[config.mk]
export PLATFORM = sky130hd
export DESIGN_NAME = pipe_stage_hs
export DESIGN_NICKNAME = d
export VERILOG_FILES = /design/src/rtl/pipe_stage_hs_pkg.sv /design/src/rtl/pipe_stage_hs.sv
export SDC_FILE = /design/constraint.sdc
export NUM_CORES = 1
export LEC_CHECK = 0
export CORE_ASPECT_RATIO = 2
export CORE_MARGIN = 10
export CORE_UTILIZATION = 55
export DETAILED_ROUTE_END_ITERATION = 8
export PLACE_DENSITY = 0.95
export SLEW_MARGIN = 20
export SYNTH_ARGS = -nofsm -noshare
export SYNTH_HDL_FRONTEND = slang
export SYNTH_SLANG_ARGS = --single-unit
export TNS_END_PERCENT = 50
[constraint.sdc]
create_clock -name clk -period 16 [get_ports clk]
set_clock_uncertainty 0.1 [all_clocks]
set_input_delay 3.2 -clock clk [delete_from_list [all_inputs] [get_ports clk]]
set_output_delay 3.2 -clock clk [all_outputs]
set_load 0.02 [all_outputs]
[src/rtl/pipe_stage_hs_pkg.sv]
// Shared pipeline-bundle definitions: field widths, NOP encoding, control struct
// and the handshake stage occupancy states.
package pipe_pkg;

   localparam int unsigned INSTR_W = 32;
   localparam int unsigned PC_W    = 32;
   localparam int unsigned CTRL_W  = 16;
   localparam int unsigned STAGE_W = INSTR_W + PC_W + CTRL_W;

   localparam logic [INSTR_W-1:0] NOP_INSTR = 32'h0000_0013;

   typedef struct packed {
      logic       reg_we;
      logic       mem_rd;
      logic       mem_wr;
      logic       branch;
      logic       jump;
      logic [3:0] alu_op;
      logic [6:0] rsvd;
   } ctrl_t;

   typedef struct packed {
      logic [INSTR_W-1:0] instr;
      logic [PC_W-1:0]    pc;
      ctrl_t              ctrl;
   } stage_t;

   // Bubble bundle: NOP instruction with all control strobes inactive.
   localparam stage_t NOP_BUNDLE = '{instr: NOP_INSTR, pc: '0, ctrl: '0};

   typedef enum logic [1:0] {
      ST_EMPTY,
      ST_ONE,
      ST_FULL
   } stage_state_e;

endpackage

[src/rtl/pipe_stage_hs.sv]
// Generic valid/ready pipeline stage register with optional 2-entry skid buffer,
// synchronous flush with bubble insertion and a saturating stall counter.
module pipe_stage_hs
   import pipe_pkg::*;
#(
   parameter int unsigned        DATA_W     = STAGE_W,
   parameter int unsigned        SKID       = 1,
   parameter logic [DATA_W-1:0]  BUBBLE_VAL = '0,
   parameter int unsigned        CNT_W      = 16
) (
   input  logic              clk,
   input  logic              rst,
   input  logic              flush,
   input  logic              in_valid,
   output logic              in_ready,
   input  logic [DATA_W-1:0] in_data,
   output logic              out_valid,
   input  logic              out_ready,
   output logic [DATA_W-1:0] out_data,
   output logic [CNT_W-1:0]  stall_cnt
);

   stage_state_e      state_q, state_d;
   logic [DATA_W-1:0] main_q, main_d, skid_q;
   logic              main_load, skid_load;
   logic              accept, emit;

   assign accept = in_valid & in_ready;
   assign emit   = out_valid & out_ready;

   always_ff @(posedge clk or posedge rst) begin
      if (rst) state_q <= ST_EMPTY;
      else     state_q <= state_d;
   end

   always_comb begin
      state_d = state_q;
      if (flush) begin
         state_d = ST_EMPTY;
      end else if (SKID != 0) begin
         case (state_q)
            ST_EMPTY: if (accept) state_d = ST_ONE;
            ST_ONE: begin
               if (accept && !emit)      state_d = ST_FULL;
               else if (emit && !accept) state_d = ST_EMPTY;
            end
            ST_FULL:  if (emit) state_d = ST_ONE;
            default:  state_d = ST_EMPTY;
         endcase
      end else begin
         if (accept)    state_d = ST_ONE;
         else if (emit) state_d = ST_EMPTY;
      end
   end

   // in_ready in skid mode depends on registered state only.
   always_comb begin
      out_valid = (state_q != ST_EMPTY);
      out_data  = out_valid ? main_q : BUBBLE_VAL;
      if (SKID != 0) in_ready = (state_q != ST_FULL);
      else           in_ready = (state_q == ST_EMPTY) || out_ready;
   end

   // Without a skid entry, an accept in ONE implies an emit, so the same
   // load rules cover both configurations.
   always_comb begin
      main_load = 1'b0;
      skid_load = 1'b0;
      main_d    = main_q;
      if (!flush) begin
         case (state_q)
            ST_EMPTY: begin
               if (accept) begin
                  main_load = 1'b1;
                  main_d    = in_data;
               end
            end
            ST_ONE: begin
               if (accept && emit) begin
                  main_load = 1'b1;
                  main_d    = in_data;
               end else if (accept) begin
                  skid_load = 1'b1;
               end
            end
            ST_FULL: begin
               if (emit) begin
                  main_load = 1'b1;
                  main_d    = skid_q;
               end
            end
            default: ;
         endcase
      end
   end

   always_ff @(posedge clk or posedge rst) begin
      if (rst)            main_q <= '0;
      else if (main_load) main_q <= main_d;
   end

   generate
      if (SKID != 0) begin : g_skid
         always_ff @(posedge clk or posedge rst) begin
            if (rst)            skid_q <= '0;
            else if (skid_load) skid_q <= in_data;
         end
      end else begin : g_noskid
         assign skid_q = '0;
      end
   endgenerate

   always_ff @(posedge clk or posedge rst) begin
      if (rst)
         stall_cnt <= '0;
      else if (out_valid && !out_ready && (stall_cnt != '1))
         stall_cnt <= stall_cnt + 1'b1;
   end

endmodule

==> metrics.csv <==
metric,value,unit
antenna_found_initial,1,
outcome,finished clean,
synthCells,610,
p_per_area,123,nW/um2
layout_top_cells_excl_fill_tap,"mux2_2 (230), clkdlybuf4s50_1 (182), dfrtp_1 (178), and2_1 (82), clkbuf_16 (17)",
fmax,158,MHz
ys_cells,610,
ys_chip_area,8370,um2
num-fill-cells,957,
critical-path-max-stage-delay,0.76,ns
final_hold_viol_count,0,
drtPass1Iterations,8,
cp-start-kind,flip-flop,
relSlewSlack,27.7,%
yosys.area_share.aoi,0.808,%
edf_count,0,
cp-end-kind,primary output,
post_cts_resize_count,0,
peakVddDrop,85.9,uV
io_pins,183,
muxShareOfSynthArea,32.6,%
synth-main-ff-cell,dfrtp_1,
[final cells by class]
type / instances / area, um2 / area share (%)
multi-input combinational: 393 / 3740 / 34.2
timing repair buffer: 187 / 1880 / 17.2
tap: 195 / 244 / 2.23
sequential: 178 / 4450 / 40.7
inverter: 5 / 27.5 / 0.251
antenna: 1 / 2.50 / 0.0228
clock inverter: 14 / 173 / 1.58
clock buffer: 18 / 429 / 3.92
[cells in the mapped netlist (all sizes together) (2+ instances only)]
master / instances
xor2: 11
nand3: 6
and3: 2
inv: 5
nand2: 7
nor4b: 2
nor4: 5
nor3: 2
a21oi: 4
nand4: 5
buf: 26
nor2: 13
clkbuf: 8
mux2: 241
and2: 82
dfrtp: 178
[logic make-up (layout without fill, tap and decap cells)]
kind of cell               Yosys count  count (layout)
buffers and inverters               39             224
DFF                                178             178
xor gates and xnor gates            12              12
AOI/OAI and AO/OA                    9               9
adders and majority gates            1               1
and+or+nand+nor                    129             129
muxes                              242             242
other                                0               1
[state kept, by name (all words and copies together), names as in the netlist]
signal and count:
main_q 80, skid_q 80, stall_cnt 16, state_q 2
[worst paths after layout]
kind | cells past startpoint | start | endpoint | slack (ns)
worst max-delay path | 4 | state_q[0] | out_data[55] | 9.65
worst min-delay path | 1 | main_q[77] | main_q[77] | 0.40
worst max register to register | 4 | state_q[0] | main_q[42] | 13.41
worst min register to register | 1 | main_q[77] | main_q[77] | 0.40
max in group asynchronous | 3 | rst | skid_q[60] | 11.27
min in group asynchronous | 2 | rst | main_q[22] | 3.23
[worst reg2reg max path, cell delays in order, from the launching register on]
cell and delay [ns]:
dfrtp_1 0.50, nand2b_4 0.32, buf_4 0.78, mux2_2 0.50
mux2_2 0.28
[stage by stage]
step,power (mW),hold WS [ns],cells,worst slack (ns),utilization (%)
after floorplan,0.793,0.356,610,7.87,-
after global placement,0.904,0.368,957,10.33,69.3
after detailed placement,0.929,0.379,957,10.27,69.3
after CTS,1.35,0.401,989,9.84,73.3
after global routing,1.41,0.414,991,9.41,73.5
final,1.34,0.398,991,9.65,73.5
[per-layer routing]
metal	GRT usage, %	vias up	share of wire, %	wire, um
met1	20.8	2812	35	7170
met5	0	-	0	0
li1	-	2478	-	-
met2	37.1	153	57	11700
met4	8.60	0	3.1	636
met3	5.73	38	5.4	1110
[power by group]
group          switching [mW]  internal [mW]
Sequential             0.0613          0.556
Combinational           0.128          0.175
Clock                   0.186          0.236
ff_map.png
Bar = 20 um.
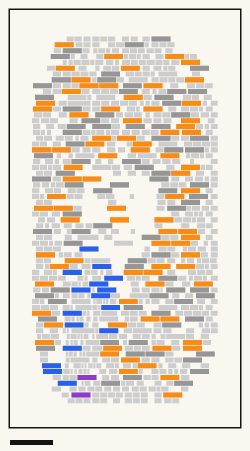
[orange] main_q | sequential cells: 80
[purple] state_q | sequential cells: 2
[blue] stall_cnt | sequential cells: 16
not coloured: 80

m3.png
Bar = 20 um.
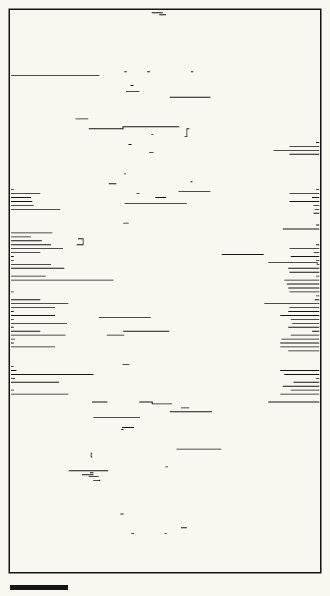
share of all routed wire: 5.4%
nets with wire on the layer: 111
total routed wirelength: 20.6 mm
Vias: 5481
M3 GR Usage: 5.73%

class_map.png
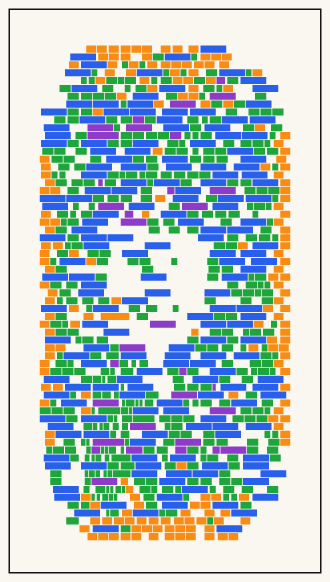
[green] remaining logic cells | cells: 398 | share of their area: 35%
[orange] remaining buffers and delay cells | cells: 187 | share of their area: 18%
[purple] clock drivers and dummy loads | cells: 32 | share of their area: 5.6%
[blue] registers | cells: 178 | share of their area: 42%

util_map.png
11 x 19 tiles, from white (low) to dark blue (high), 0 to 100% covered.
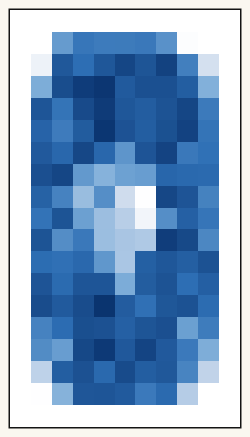
nearly empty tiles: 30%
mean over tiles: 51%
fullest tile: 99%
tiles over 75% full: 42%

placed.png
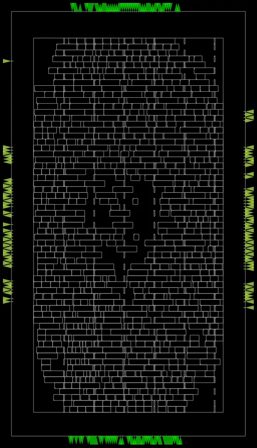
Core ar.: 14900 um2
fin util: 73.5%
flop share of the area: 40.7%
Non-Filler Instances: 991
Seq cells: 178

Power figures rest on the tool's default switching activity, not on a simulated workload.
